Design dc_ipu_iter_multiplier, sky130hd; sources not shown.
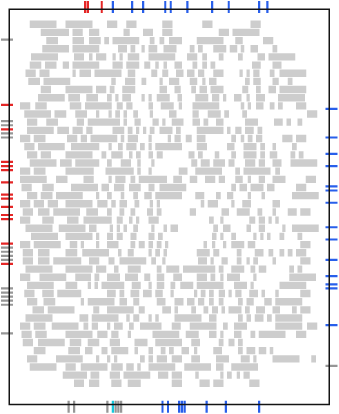
Run 1: pin placement
Scale: 3 px per um. Pins as bars across the die edge, other pins in gray.
legend:
  cyan:
    port: `out_valid`
    pins: 1
    direction: output
    edge: south
  red:
    port: `a`
    pins: 16
    direction: input
    edge: 13 west, 3 north
  blue:
    port: `p`
    pins: 32
    direction: output
    edge: 14 east, 10 north, 8 south
all pins by edge: 28 west, 15 south, 15 east, 13 north
Die Wd: 106 um
input/output buffers: 70

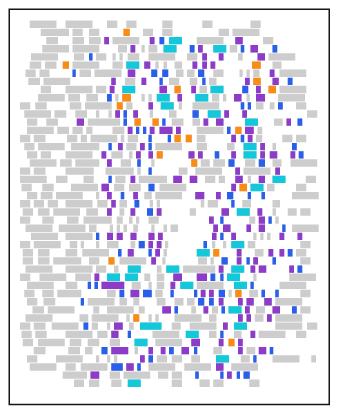
Run 1: selected gate families
Scale: 3 px per um.
legend:
  orange:
    family: and/or cells
    cells: 21
  blue:
    family: nand cells
    cells: 93
  cyan:
    family: fa/ha/maj cells
    cells: 33
  purple:
    family: aoi and oai cells
    cells: 140
Non-Filler Instances: 815
Comb area share: 52.7%

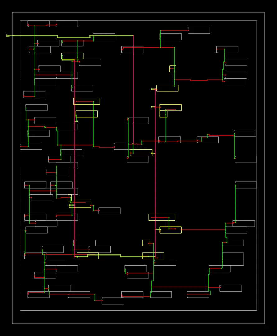
Run 1: clock routing
Sink Count: 70
registers: 70
Clock Skew: 0.00503 ns

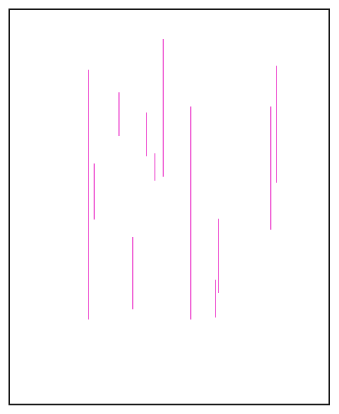
Run 1: M4 wires
Scale: 3 px per um.
wire length on this layer: 395 um
nets with wire on the layer: 11
longest straight run: 83.0 um
main direction: vertical
vias: 4920
total wire length: 17100 um

==> flow_summary.toml, run 1 <==
# synthesis and place-and-route metrics
[yosys]
yosys_warnings = 0
synth.yosys.seq_area_share_pct = 32.5
synth.avg_cell_area_um2 = 9.16
ys_cells = 589
fp_nets = 658
flop_cell = "dfrtp_1"
common_cells = "dfrtp_1 (70), nand2_1 (56), a21oi_1 (52)"
ys.flops = 70
async_flop_share_pct = 100
synthTopCellsByArea = "dfrtp_1 (32%), mux2_2 (8.6%), ha_1 (7.4%), a21oi_1 (4.8%), nand2_1 (3.9%)"
top_area_share_pct = 32.5
netlist_area_um2 = 5400
synth_top_cell_by_area = "dfrtp_1"
yosysMostFrequentCell = "dfrtp_1"
synth-edff-count = 0
syn_inst = 589

[drt]
dr.pass1.iters = 4
final_antenna_net_count = 0
viasPerCell = 6.04
drt_iter0_markers = 219
wl_per_cell_um = 20.9
drc = 0

[run]
cap_violations = 0
warning_count = 26

[clock_network]
post_cts_buffers = 0
cts_buffers = 9
cts_resized = 0
clockBufferDepth = 2
clk_pin_slew_ns = 0.06
cts_hold_buf = 0
clkLatencyLatePin_ns = 0.34
root_buffer = "clkbuf_16"
cts_tree = "yes"
htree_num_levels = 3

[setup_path]
worst_ep_arrival_time_ns = 4.46
r2r_cells = 13
crit_required_ns = 5.31
cp_max_fo = 21
r2r_slack_ns = 0.85
cp-start-kind = "flop"
endpoint_kind = "flop"
critPathKind = "reg2reg"

[global_route]
grt_max_degree = 50
antenna_found_initial = 0
grt_usage_pct = 25.2
grt_pass1_vias = 5306
grt_overflow = 0
grt_pass1_wl_um = 28000

[die]
dieArea_um2 = 13900
boundaryPins = 71
core_area_um2 = 12200
fp-row-count = 45
fp-utilization_pct = 44.2

[final_timing]
max_clock_freq_mhz = 235
slew_viol_final = 0
tightest_slew_ns = 0.837
hold_violations = 0
setup_slack_ns = 0.845
finalSetupTns_ns = 0
grt_setup_unrepaired = "false"
period_used_pct = 83.4
finalSetupViolations = 0
finalCriticalPeriod_ns = 4.25
slew_headroom_pct = 44.1

[finish]
antennaDiodeCount = 0
drive_gt1_share_pct = 11.8
area_growth_pct = 21.2
largest_reg_flops = 32

[place]
place_ws_ns = 0.723
dp_hpwl_um = 13100
place.gp.congestion = 0.944

[min_path]
hold_class = "reg2reg"
hold_depth = 1

[status]
status = "complete, no violations"
run 1: layer usage:
metal	routed length [um]	global-route usage (%)	part of all wire, %	vias to the layer above
met4	395	8.78	2.3	0
met3	554	3.10	3.2	29
met1	7020	29.7	41	2468
li1	-	-	-	2314
met5	0	0	0	-
met2	9090	46.5	53	109
run 1: layout make-up:
class | instances | area [um2]
flip-flops and latches | 70 | 1750
inverters | 15 | 56.3
clock buffers | 10 | 229
clock inverters | 5 | 85.1
repair buffers | 79 | 767
fillers | 1434 | 5680
well taps | 164 | 205
multi-input cells | 472 | 3440
run 1: metrics by stage:
step	util (%)	hold slack (ns)	instance area (um2)	cells
2_1_floorplan	-	0.470	5400	589
5_1_grt	53.5	0.518	6540	815
6_report	53.5	0.486	6540	815
3_3_place_gp	50.8	0.470	6210	799
4_1_cts	53.4	0.492	6530	814
3_5_place_dp	50.8	0.484	6210	799
run 1: cells by family (layout without fill, tap and decap cells):
family                     after synthesis  count (layout)  share of synthesized area (%)
AOI/OAI and AO/OA                      175             175                           21.3
xor gates and xnor gates                18              18                           2.92
adders and majority gates               33              33                           7.79
buffers and inverters                   47             109                           3.87
DFF                                     70              70                           32.5
muxes                                   65              65                           15.6
and+or+nand+nor                        181             181                           16.1
run 1: layout by cell type, fill, tap and decap left out, types with 4 or more instances in the layout:
cell             instances
dfrtp_1                 69
nand4_1                 10
a211oi_1                 4
nand3_1                 20
o31ai_1                 11
a21oi_1                 52
a21o_1                  10
xnor2_1                 10
nand2_1                 55
ha_1                    32
nand2b_1                 6
o41ai_1                  5
clkdlybuf4s50_1         69
buf_4                    8
mux2i_1                 14
nor3_1                  10
mux4_1                   6
nor2b_1                 12
nor2_1                  41
o21bai_1                 6
o21a_1                  10
and2_1                   5
inv_1                   15
and3_1                   6
a31oi_1                  8
o21ai_0                 38
clkbuf_16                9
xor2_1                   8
mux2_2                  41
run 1: critical path, cell delays in order (launching register included):
cell	delay, ns
dfrtp_1	0.81
buf_4	0.31
mux2i_1	0.29
nor2_1	0.07
a31oi_1	0.27
nor3_1	0.10
ha_1	0.34
nor2b_1	0.18
o31a_1	0.31
o31a_1	0.32
a211oi_1	0.61
o21a_1	0.28
xor2_1	0.14
o21ai_0	0.09
Run 1, metal layers overlaid:
Scale: 2 px per um. Two of the layers only.
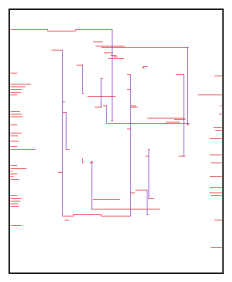

==> run 1 -> run 2 <==
Clock period 5.1 ns to 4.03 ns, I/O delays scaled along.
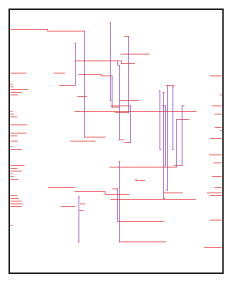
Run 2: metal layers overlaid
Scale: 2 px per um. Two of the layers only.
legend:
  red:
    layer: M3
    wire_length: 626 um
  purple:
    layer: M4
    wire_length: 554 um
Routed WL per cell: 21.2 um
vias: 4959

==> flow_summary.toml, run 2 <==
# synthesis and place-and-route metrics
[final_timing]
slew_headroom_pct = 46.8
tightest_slew_ns = 0.796
period_used_pct = 95.3
finalSetupViolations = 0
hold_violations = 0
setup_slack_ns = 0.189
max_clock_freq_mhz = 260
finalSetupTns_ns = 0
finalCriticalPeriod_ns = 3.84
finClkSkew_ns = 0.00769

[finish]
finalInstanceArea_um2 = 6680
layout_top_cell = "clkdlybuf4s50_1"
area_growth_pct = 23.9
drive_gt1_share_pct = 14.7

[setup_path]
worst_ep_arrival_time_ns = 4.07
r2r_slack_ns = 0.19
cp-start-kind = "flop"
cp_max_fo = 15

[drt]
final_antenna_net_count = 0
drt_iter0_markers = 275
wl_um = 17600
dr.pass1.iters = 4
viasPerCell = 5.98
drc = 0

[yosys]
ys.flops = 70
synth.yosys.seq_area_share_pct = 32.5
yosysMostFrequentCell = "dfrtp_1"
syn_inst = 589
common_cells = "dfrtp_1 (70), nand2_1 (56), a21oi_1 (52)"
async_flop_share_pct = 100
netlist_area_um2 = 5400
top_area_share_pct = 32.5
synth_top_cell_by_area = "dfrtp_1"
flop_cell = "dfrtp_1"
ys_cells = 589
fp_nets = 658

[die]
fp-utilization_pct = 44.2
core_area_um2 = 12200
die_width_um = 106

[run]
cap_violations = 0
warning_count = 27

[clock_network]
htree_num_levels = 3
root_buffer = "clkbuf_16"
cts_num_sinks = 70
clkLatencyLatePin_ns = 0.34

[place]
port_buffers = 70
place_ws_ns = 0.0729
post_dp_cell_area_um2 = 6300
place.gp.congestion = 0.963

[status]
status = "complete, no violations"

[global_route]
grt_usage_pct = 25.7
grt_pass1_vias = 5288

[min_path]
hold_class = "reg2reg"
[run 2: cell counts after synthesis]
Identical to the previous run, type by type.
[run 2: what timing repair did]
action / in CTS / in global routing
setup endpoints to repair: 1 / 12
setup buffers: 0 / 2
resized: 1 / 8
pin swaps: 0 / 0
[run 2: through the flow]
stage | cells | utilization (%)
after floorplan | 589 | -
after global placement | 811 | 51.5
after detailed placement | 811 | 51.6
after CTS | 827 | 54.3
after global routing | 829 | 54.7
final | 829 | 54.7
[run 2: worst max-delay path: stages, from the launching register on]
cell and delay [ns]:
dfrtp_2 0.47, buf_4 0.22, inv_1 0.22, and3_1 0.23, a21oi_1 0.09, mux2i_1 0.25, nor2_1 0.08, a21oi_1 0.29
ha_1 0.32, buf_4 0.17, nand2_1 0.07, o21ai_1 0.14, o41ai_2 0.41, a31oi_1 0.17, or3_1 0.34, a32o_1 0.25
[run 2: kinds of logic (layout without fill, tap and decap cells)]
| family | Yosys count | in the layout | synth area share, % |
|---|---|---|---|
| and+or+nand+nor | 181 | 181 | 16.1 |
| AOI/OAI and AO/OA | 175 | 175 | 21.3 |
| DFF | 70 | 70 | 32.5 |
| muxes | 65 | 65 | 15.6 |
| buffers and inverters | 47 | 123 | 3.87 |
| adders and majority gates | 33 | 33 | 7.79 |
| xor gates and xnor gates | 18 | 18 | 2.92 |
[run 2: cell type report]
type                    instances  area (um2)
clock buffers                  10         239
clock inverters                 6        93.8
fillers                      1418        5530
inverters                      15        56.3
multi-input cells             472        3470
flip-flops and latches         70        1750
well taps                     164         205
repair buffers                 92         865
[run 2: layer usage]
layer	vias to the layer above	part of all wire [%]	GRT usage, %
met5	-	0	0
met1	2476	41	30.2
met2	108	53	46.2
met4	0	3.1	10.1
met3	36	3.6	4.28
li1	2339	-	-
